Power grid:
Drawn at 4 px/micron. Pins as bars on the die edge. Tap cells in grey.
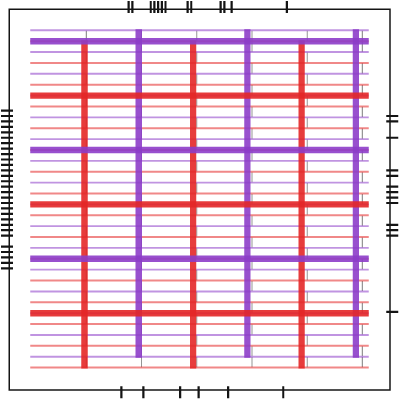
Placed cells, one colour a class:
Drawn at 4 px/micron. Fill, decap, tap and diode cells in grey.
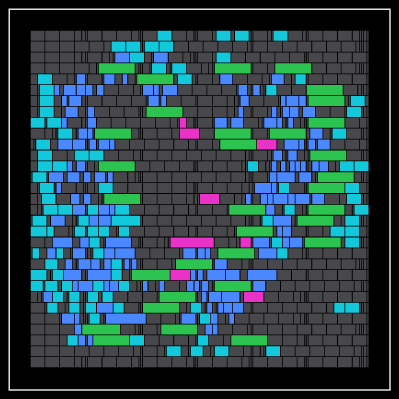
$ cat src/rtl/obj_cmd_scheduler.sv
// Round-robin arbiter sharing one serializer command channel between REQ_NUM sources.
// One word is issued per serializer frame; new grants wait until the frame completes.
module obj_cmd_scheduler #(
    parameter int REQ_NUM      = 4,
    parameter int DATA_W       = 6,
    parameter int BUSY_TIMEOUT = 4,
    parameter int CNT_W        = 16,
    localparam int ID_W        = $clog2(REQ_NUM),
    localparam int TO_W        = $clog2(BUSY_TIMEOUT + 1)
) (
    input  logic                      clk_i,
    input  logic                      rst_i,
    input  logic [REQ_NUM*DATA_W-1:0] req_data_i,
    input  logic [REQ_NUM-1:0]        req_val_i,
    output logic [REQ_NUM-1:0]        req_rdy_o,
    output logic [DATA_W-1:0]         ser_data_o,
    output logic                      ser_data_val_o,
    input  logic                      ser_busy_i,
    output logic [ID_W-1:0]           grant_id_o,
    output logic                      timeout_o,
    output logic [CNT_W-1:0]          sent_cnt_o
);

    typedef enum logic [1:0] {
        IDLE,
        ISSUE,
        WAIT_BUSY,
        WAIT_DONE
    } state_t;

    state_t            state;
    state_t            state_nxt;
    logic [ID_W-1:0]   rr_ptr;
    logic [ID_W-1:0]   winner;
    logic [ID_W-1:0]   idx;
    logic              found;
    logic              grant;
    logic              to_expire;
    logic [TO_W-1:0]   to_cnt;

    // Search starts one past the last winner so a granted source goes to the back of the line.
    always_comb begin
        found  = 1'b0;
        winner = '0;
        idx    = '0;
        for (int unsigned i = 1; i <= unsigned'(REQ_NUM); i++) begin
            idx = ID_W'((32'(rr_ptr) + i) % unsigned'(REQ_NUM));
            if (!found && req_val_i[idx]) begin
                found  = 1'b1;
                winner = idx;
            end
        end
    end

    assign grant          = (state == IDLE) && !ser_busy_i && found;
    assign ser_data_val_o = (state == ISSUE);
    assign to_expire      = (state == WAIT_BUSY) && !ser_busy_i
                            && (to_cnt == TO_W'(BUSY_TIMEOUT - 1));

    always_comb begin
        req_rdy_o = '0;
        if (grant) begin
            req_rdy_o[winner] = 1'b1;
        end
    end

    always_ff @(posedge clk_i or negedge rst_i) begin
        if (!rst_i) begin
            state <= IDLE;
        end else begin
            state <= state_nxt;
        end
    end

    always_comb begin
        state_nxt = state;
        case (state)
            IDLE: begin
                if (grant) begin
                    state_nxt = ISSUE;
                end
            end
            ISSUE: begin
                state_nxt = WAIT_BUSY;
            end
            WAIT_BUSY: begin
                if (ser_busy_i) begin
                    state_nxt = WAIT_DONE;
                end else if (to_expire) begin
                    state_nxt = IDLE;
                end
            end
            WAIT_DONE: begin
                if (!ser_busy_i) begin
                    state_nxt = IDLE;
                end
            end
            default: state_nxt = IDLE;
        endcase
    end

    always_ff @(posedge clk_i or negedge rst_i) begin
        if (!rst_i) begin
            rr_ptr     <= ID_W'(REQ_NUM - 1);
            ser_data_o <= '0;
            grant_id_o <= '0;
            to_cnt     <= '0;
            timeout_o  <= 1'b0;
            sent_cnt_o <= '0;
        end else begin
            timeout_o <= to_expire;
            if (grant) begin
                ser_data_o <= req_data_i[winner*DATA_W +: DATA_W];
                grant_id_o <= winner;
                rr_ptr     <= winner;
            end
            if (state == ISSUE) begin
                to_cnt <= '0;
            end else if ((state == WAIT_BUSY) && !ser_busy_i) begin
                to_cnt <= to_cnt + TO_W'(1);
            end
            if ((state == WAIT_BUSY) && ser_busy_i && (sent_cnt_o != '1)) begin
                sent_cnt_o <= sent_cnt_o + CNT_W'(1);
            end
        end
    end

endmodule
$ cat config.mk
export PLATFORM = sky130hd
export DESIGN_NAME = obj_cmd_scheduler
export DESIGN_NICKNAME = d
export VERILOG_FILES = /design/src/rtl/obj_cmd_scheduler.sv
export SDC_FILE = /design/constraint.sdc
export NUM_CORES = 1
export LEC_CHECK = 0
export CORE_MARGIN = 5
export CORE_UTILIZATION = 25
export DETAILED_ROUTE_END_ITERATION = 10
export SYNTH_ARGS = -nofsm -noshare
export SYNTH_HDL_FRONTEND = slang
export SYNTH_SLANG_ARGS = --single-unit
$ cat constraint.sdc
create_clock -name clk_i -period 2 [get_ports clk_i]
set_input_delay 0.4 -clock clk_i [delete_from_list [all_inputs] [get_ports clk_i]]
set_output_delay 0.4 -clock clk_i [all_outputs]
set_load 0.01 [all_outputs]
==> flow_summary.ini <==
; flow metrics
[final_layout]
drive_gt1_share_pct = 26.1
postLayoutCoreUtil_pct = 41.4
seq_share_pct = 27.2
largest_register_ffs = 16
clock_area_share_pct = 3.77
nClkBuffers = 5
nets = 320
instances_no_fill = 386
comb_area_share_pct = 33.6
seq_area_sq_um = 803
ff_count = 32
comb_cells = 137
regMostFlops = sent_cnt_o
synthToLayoutAreaGrowth_pct = 64.2
inverters = 13
lay_top_count = clkdlybuf4s50_1
n_antenna_cell = 0

[synth]
synthAoiAreaFrac_pct = 16.0
yosysChipArea_sq_um = 1800
synthMuxAreaShare_pct = 5.08
adder_share_pct = 2.09
ys_types = 45
top_cell_area_share_pct = 41.7
synthArstFlopShare_pct = 100
ys_sh_simple_pct = 22.3
numSynthFlops = 32
yosysCellCount = 187
most_common_cell = dfrtp_1
synth_cells = 187
topCellsByArea = dfrtp_1 (42%), mux2i_1 (4.5%), nand2_1 (4.0%), xnor2_1 (3.9%), dfstp_2 (2.9%)
syn_area_sq_um = 1800
syn_nets = 221
yosysSeqAreaShare_pct = 44.6
avgSynthCellArea_sq_um = 9.62
top_cells_by_count = dfrtp_1 (30), nand2_1 (19), nor2_1 (14), inv_1 (13)
edf_count = 0

[cts]
clock_sinks = 32
ctsHoldBuffers = 0
cts_tree = done
root_buffer = clkbuf_8
worstSkewPairLatency_ps = 290
path_clk_slew_ps = 60
cts_setup_buffers = 6
h-tree-depth = 2
ctsResizeCount = 31
cts_buffer_depth = 2

[critical_path]
crit_cells = 6
r2r_slack_ps = 160
r2r-start = rr_ptr[0]
required_ps = 1600
critPathLaunch = rr_ptr[1]
cp_slowest_cell = dfstp_2
reg2reg_depth = 8
cp_num_buf_inv = 2
max_stage_delay_ps = 540
crit_end = req_rdy_o[1]
crit_chain = o21ai_1 -> or2_4 -> a21oi_4 -> buf_4 -> nor2b_4 -> buf_6
worstPathArrival_ps = 1670
end_kind = output pin

[power]
power_frac_seq_pct = 32.0
power-top-group = combinational logic
power.switching_w = 0.00108
power.leakage_nw = 1.32
comb_power_share_pct = 48.4
irDropWorstVdd_v = 0.000445
powerComb_w = 0.00153
p_per_area_nw_per_um2 = 1070
p_total_w = 0.00316
p_clk_share_pct = 19.6

[routing]
routed_wl_microns = 4610
drt_iter0_drc = 33
wl_met3_microns = 311
ant_nets = 0
wl_per_cell_microns = 11.9
wirelength_met1_microns = 1990
first_pass_iters = 2
topRoutingLayerUsed = met4
drc_errors = 0

[floorplan]
tapCellCount = 99
io_pins = 61
die_h_microns = 94.8
die_w_microns = 94.8
placementRows = 31

[timing]
fin_crit_sh_pct = 103
worstMarginPinSlew_ps = 419
worst_clock_skew_ps = 7.46
setup_tns_ps = -135
hold_viol_final = 0
setup_slack_ps = -69.6
rsz0062_at_grt = true
max_slew_margin_pct = 72.0
worst_hold_slack_ps = 497
fmax_mhz = 483
finalCriticalPeriod_ps = 2070
setup_viol = 2

[run]
drv_cap = 0

[grt]
grt_first_pass_wirelength_microns = 7640
antenna_found_initial = 0
first_global_vias = 1730
grt_max_degree = 33
met3_usage_pct = 3.19
grt-ovfl-total = 0
grtUsageMet1_pct = 12.4
busiest_layer = met2
track_usage_pct = 10.7

[status]
failed_checks = setup timing
outcome = finished with violations

[placement]
place.gp.congestion = 0.850
dp_hpwl_microns = 3510
portBuffers = 60
placed_area_sq_um = 2740

[worst_hold_path]
holdPathStages = 2
whs_endpoint = grant_id_o[1]
hp-class = reg -> reg
## Picture notes: 'power grid'
purple -> VDD
red -> VSS
met4 straps = 6
met1 rails = 32
signal pins = 61

## Picture notes: 'placed cells, one colour a class'
green -> sequential cells  # cells 32, share of their area 28%
magenta -> clock drivers and dummy loads  # cells 8, share of their area 3.9%
cyan -> remaining buffers and delay cells  # cells 97, share of their area 31%
blue -> combinational and other logic  # cells 150, share of their area 37%

No activity file was given, so power comes from the tool's default toggle rates.
